File: src/rtl/data_in_64_to_8.sv
// Splits a captured 64-bit word into eight bytes and feeds them one at a time to a
// UART transmitter, pacing each byte on the transmitter's done pulse.
module data_in_64_to_8 #(
    parameter int MSB_FIRST = 1,
    parameter int BYTE_GAP  = 2
) (
    input  logic        clk,
    input  logic        rst,
    input  logic [63:0] data_64,
    input  logic        data_in_enable,
    input  logic        tx_done,
    output logic [7:0]  data_8,
    output logic        tx_start,
    output logic        data_in_busy,
    output logic        data_in_done
);

    typedef enum logic [2:0] {
        IDLE,
        START,
        WAIT,
        GAP,
        DONE
    } state_t;

    localparam int GW = (BYTE_GAP > 2) ? $clog2(BYTE_GAP) : 1;
    localparam logic [GW-1:0] GAP_LOAD = GW'((BYTE_GAP > 0) ? BYTE_GAP - 1 : 0);

    state_t         state_q, state_d;
    logic [2:0]     count_q, count_d;
    logic [GW-1:0]  gap_q, gap_d;
    logic [63:0]    shadow_q, shadow_d;
    logic           en_q;
    logic [7:0]     data_8_q, data_8_d;
    logic           tx_start_q, tx_start_d;
    logic           busy_q, busy_d;
    logic           done_q, done_d;
    logic           load;
    logic           issue;
    logic [7:0]     byte_lane [8];

    // byte_lane[k] is the k-th byte on the wire, whichever end goes first
    generate
        for (genvar gi = 0; gi < 8; gi++) begin : g_lane
            if (MSB_FIRST != 0) begin : g_msb
                assign byte_lane[gi] = shadow_q[63-8*gi -: 8];
            end else begin : g_lsb
                assign byte_lane[gi] = shadow_q[8*gi +: 8];
            end
        end
    endgenerate

    assign load = data_in_enable & ~en_q;

    always_ff @(posedge clk or posedge rst) begin
        if (rst) begin
            state_q    <= IDLE;
            count_q    <= 3'd0;
            gap_q      <= '0;
            shadow_q   <= 64'd0;
            en_q       <= 1'b0;
            data_8_q   <= 8'h00;
            tx_start_q <= 1'b0;
            busy_q     <= 1'b0;
            done_q     <= 1'b0;
        end else begin
            state_q    <= state_d;
            count_q    <= count_d;
            gap_q      <= gap_d;
            shadow_q   <= shadow_d;
            en_q       <= data_in_enable;
            data_8_q   <= data_8_d;
            tx_start_q <= tx_start_d;
            busy_q     <= busy_d;
            done_q     <= done_d;
        end
    end

    always_comb begin
        state_d    = state_q;
        count_d    = count_q;
        gap_d      = gap_q;
        shadow_d   = shadow_q;
        data_8_d   = data_8_q;
        tx_start_d = 1'b0;
        busy_d     = busy_q;
        done_d     = 1'b0;
        issue      = 1'b0;

        case (state_q)
            IDLE: begin
                if (load) begin
                    shadow_d = data_64;
                    busy_d   = 1'b1;
                    state_d  = START;
                end
            end
            START: issue = 1'b1;
            WAIT: begin
                // An ack arriving while tx_start is still high belongs to no byte yet
                if (tx_done && !tx_start_q) begin
                    if (count_q == 3'd7) begin
                        state_d = DONE;
                    end else begin
                        count_d = count_q + 3'd1;
                        if (BYTE_GAP == 0) begin
                            issue = 1'b1;
                        end else begin
                            gap_d   = GAP_LOAD;
                            state_d = GAP;
                        end
                    end
                end
            end
            GAP: begin
                if (gap_q == '0) begin
                    issue = 1'b1;
                end else begin
                    gap_d = gap_q - 1'b1;
                end
            end
            DONE: begin
                done_d  = 1'b1;
                busy_d  = 1'b0;
                count_d = 3'd0;
                state_d = IDLE;
            end
            default: state_d = IDLE;
        endcase

        if (issue) begin
            tx_start_d = 1'b1;
            data_8_d   = byte_lane[count_d];
            state_d    = WAIT;
        end
    end

    assign data_8       = data_8_q;
    assign tx_start     = tx_start_q;
    assign data_in_busy = busy_q;
    assign data_in_done = done_q;

endmodule

File: config.mk
export PLATFORM = sky130hd
export DESIGN_NAME = data_in_64_to_8
export DESIGN_NICKNAME = d
export VERILOG_FILES = /design/src/rtl/data_in_64_to_8.sv
export SDC_FILE = /design/constraint.sdc
export NUM_CORES = 1
export LEC_CHECK = 0
export CORE_MARGIN = 2
export CORE_UTILIZATION = 50
export CTS_CLUSTER_DIAMETER = 50
export CTS_CLUSTER_SIZE = 10
export DETAILED_ROUTE_END_ITERATION = 16
export PLACE_DENSITY = 0.87
export SKIP_CTS_REPAIR_TIMING = 1
export SLEW_MARGIN = 15
export SYNTH_ARGS = -nofsm -noshare
export SYNTH_HDL_FRONTEND = slang
export SYNTH_SLANG_ARGS = --single-unit
File: constraint.sdc
create_clock -name clk -period 4.8 [get_ports clk]
set_clock_uncertainty 0.2 [all_clocks]
set_input_delay 1.44 -clock clk [delete_from_list [all_inputs] [get_ports clk]]
set_output_delay 1.44 -clock clk [all_outputs]
set_load 0.02 [all_outputs]
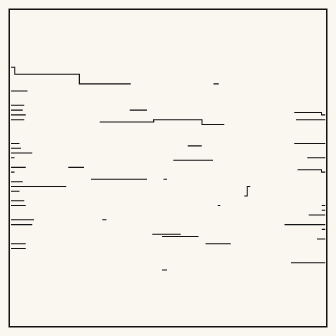
Fig. 1. Met3 routing.
The layer holds 3.8% of the routed length. The wires run mostly horizontal. The longest straight run is 18.4 microns. The layer carries 297 microns of wire.

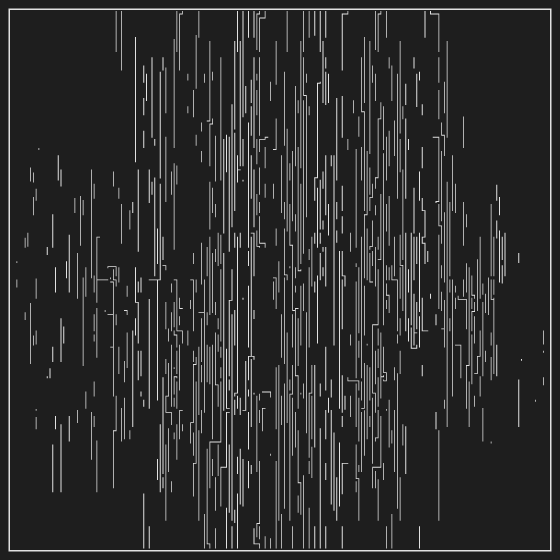
Fig. 2. Metal 2.
The layer holds 53% of the routed length. 392 nets have wire on it. The wires run mostly vertical. The layer carries 4070 microns of wire. The longest straight run is 40.8 microns.
total detailed-routing wirelength: 7730 microns
routing usage on met2: 34.0%

==> qor.json <==
{
  "pwr_density_cell": {"value": 606, "unit": "nW/um^2"},
  "r2r-end": {"value": "data_8[0]"},
  "pin_count_of_the_biggest_net_entering_global_routing": {"value": 36},
  "clock_latency_of_the_later_clocked_register_in_the_worst_skew_pair": {"value": 0.35, "unit": "ns"},
  "post_dp_hpwl": {"value": 5720, "unit": "microns"},
  "worstSetupStartpoint": {"value": "tx_done"},
  "critPathArrivalTime": {"value": 3.82, "unit": "ns"},
  "combPwrFrac": {"value": 40.0, "unit": "%"},
  "synthAoiAreaFrac": {"value": 6.32, "unit": "%"},
  "cp_slowest_cell": {"value": "sky130_fd_sc_hd__nor2_1"},
  "critical_path.cell_chain": {"value": "clkdlybuf4s50_1 > and3b_1 > a211oi_1 > nor2_1 > mux2i_1 > o22ai_1 > or3_1"},
  "dp_worst_setup_slack": {"value": 0.691, "unit": "ns"},
  "synth-seq-area-share": {"value": 56.1, "unit": "%"},
  "cts-buffers-inserted": {"value": 9},
  "ctsHtreeMaxLevel": {"value": 3},
  "status": {"value": "complete, no violations"},
  "yosys_warnings": {"value": 0},
  "hold_end": {"value": "data_in_busy"},
  "internal_power": {"value": 1880, "unit": "uW"},
  "power": {"value": 2880, "unit": "uW"},
  "design.final.nets": {"value": 439},
  "post-synth-top-area-fraction": {"value": 56.1, "unit": "%"},
  "largest_register_ffs": {"value": 64},
  "clock_power": {"value": 491, "unit": "uW"},
  "worst-slew-pin-transition": {"value": 0.862, "unit": "ns"},
  "dp.cells": {"value": 458},
  "std_cell_rows": {"value": 31},
  "final-max-slew-violation-count": {"value": 0},
  "vias": {"value": 2566},
  "syn_area_per_cell": {"value": 12.7, "unit": "sq um"},
  "synthMostInstantiatedCell": {"value": "sky130_fd_sc_hd__dfrtp_1"},
  "chipHeight": {"value": 90.1, "unit": "microns"},
  "synth.cellmix.xorXnorShare": {"value": 0.236, "unit": "%"},
  "static-leakage-power": {"value": 0.00206, "unit": "uW"},
  "global_route.overflow_total": {"value": 0},
  "min_path_type": {"value": "reg2reg"},
  "timing.reg2reg.setup_slack": {"value": 1.80, "unit": "ns"},
  "worst_setup_path_endpoint": {"value": "data_8[0]"},
  "power.clock.fraction": {"value": 17.0, "unit": "%"},
  "cp_max_fo": {"value": 12},
  "fin_hold_ws": {"value": 0.289, "unit": "ns"},
  "core_region_area": {"value": 7210, "unit": "sq um"},
  "initial_utilization": {"value": 51.4, "unit": "%"},
  "post_synthesis_simple_gate_area_fraction": {"value": 9.35, "unit": "%"},
  "synth_async_sr_flop_share": {"value": 100, "unit": "%"}
}
## routing by layer
layer	up-vias	share of wire [%]	global-route usage (%)	routed length, microns
met3	7	3.8	3.69	297
met5	-	0	0	0
met2	60	53	34.0	4070
met1	1298	43	26.1	3290
met4	0	0.98	6.03	76
li1	1201	-	-	-
## area by class of cell
cell class	instances	area, sq um
multi-input combinational	187	1520
clock buffer	11	141
clock inverter	4	51.3
tap	99	124
inverter	7	27.5
timing repair buffer	82	823
sequential	83	2080
fill	557	2450
## worst max-delay path: cells and delay by family
kind	cells	cell delay [ns]
buffers and inverters	1	0.48
AND/OR/NAND/NOR	3	1.37
multiplexers	1	0.28
AND-OR/OR-AND	2	0.25
## placed cells by master (no fill, tap or decap), types with 2 or more instances in the layout
| cell | instances |
|---|---|
| sky130_fd_sc_hd__a211oi_1 | 2 |
| sky130_fd_sc_hd__a21oi_1 | 3 |
| sky130_fd_sc_hd__a31oi_1 | 3 |
| sky130_fd_sc_hd__buf_4 | 3 |
| sky130_fd_sc_hd__clkbuf_8 | 10 |
| sky130_fd_sc_hd__clkdlybuf4s50_1 | 78 |
| sky130_fd_sc_hd__clkinv_1 | 2 |
| sky130_fd_sc_hd__clkinv_2 | 2 |
| sky130_fd_sc_hd__dfrtp_1 | 83 |
| sky130_fd_sc_hd__inv_1 | 4 |
| sky130_fd_sc_hd__mux2_2 | 66 |
| sky130_fd_sc_hd__mux2i_1 | 17 |
| sky130_fd_sc_hd__nand2_1 | 38 |
| sky130_fd_sc_hd__nand3_1 | 16 |
| sky130_fd_sc_hd__nor2_1 | 8 |
| sky130_fd_sc_hd__o2111a_1 | 7 |
| sky130_fd_sc_hd__o21ai_0 | 2 |
| sky130_fd_sc_hd__o221ai_1 | 7 |
Power figures rest on the tool's default switching activity, not on a simulated workload.
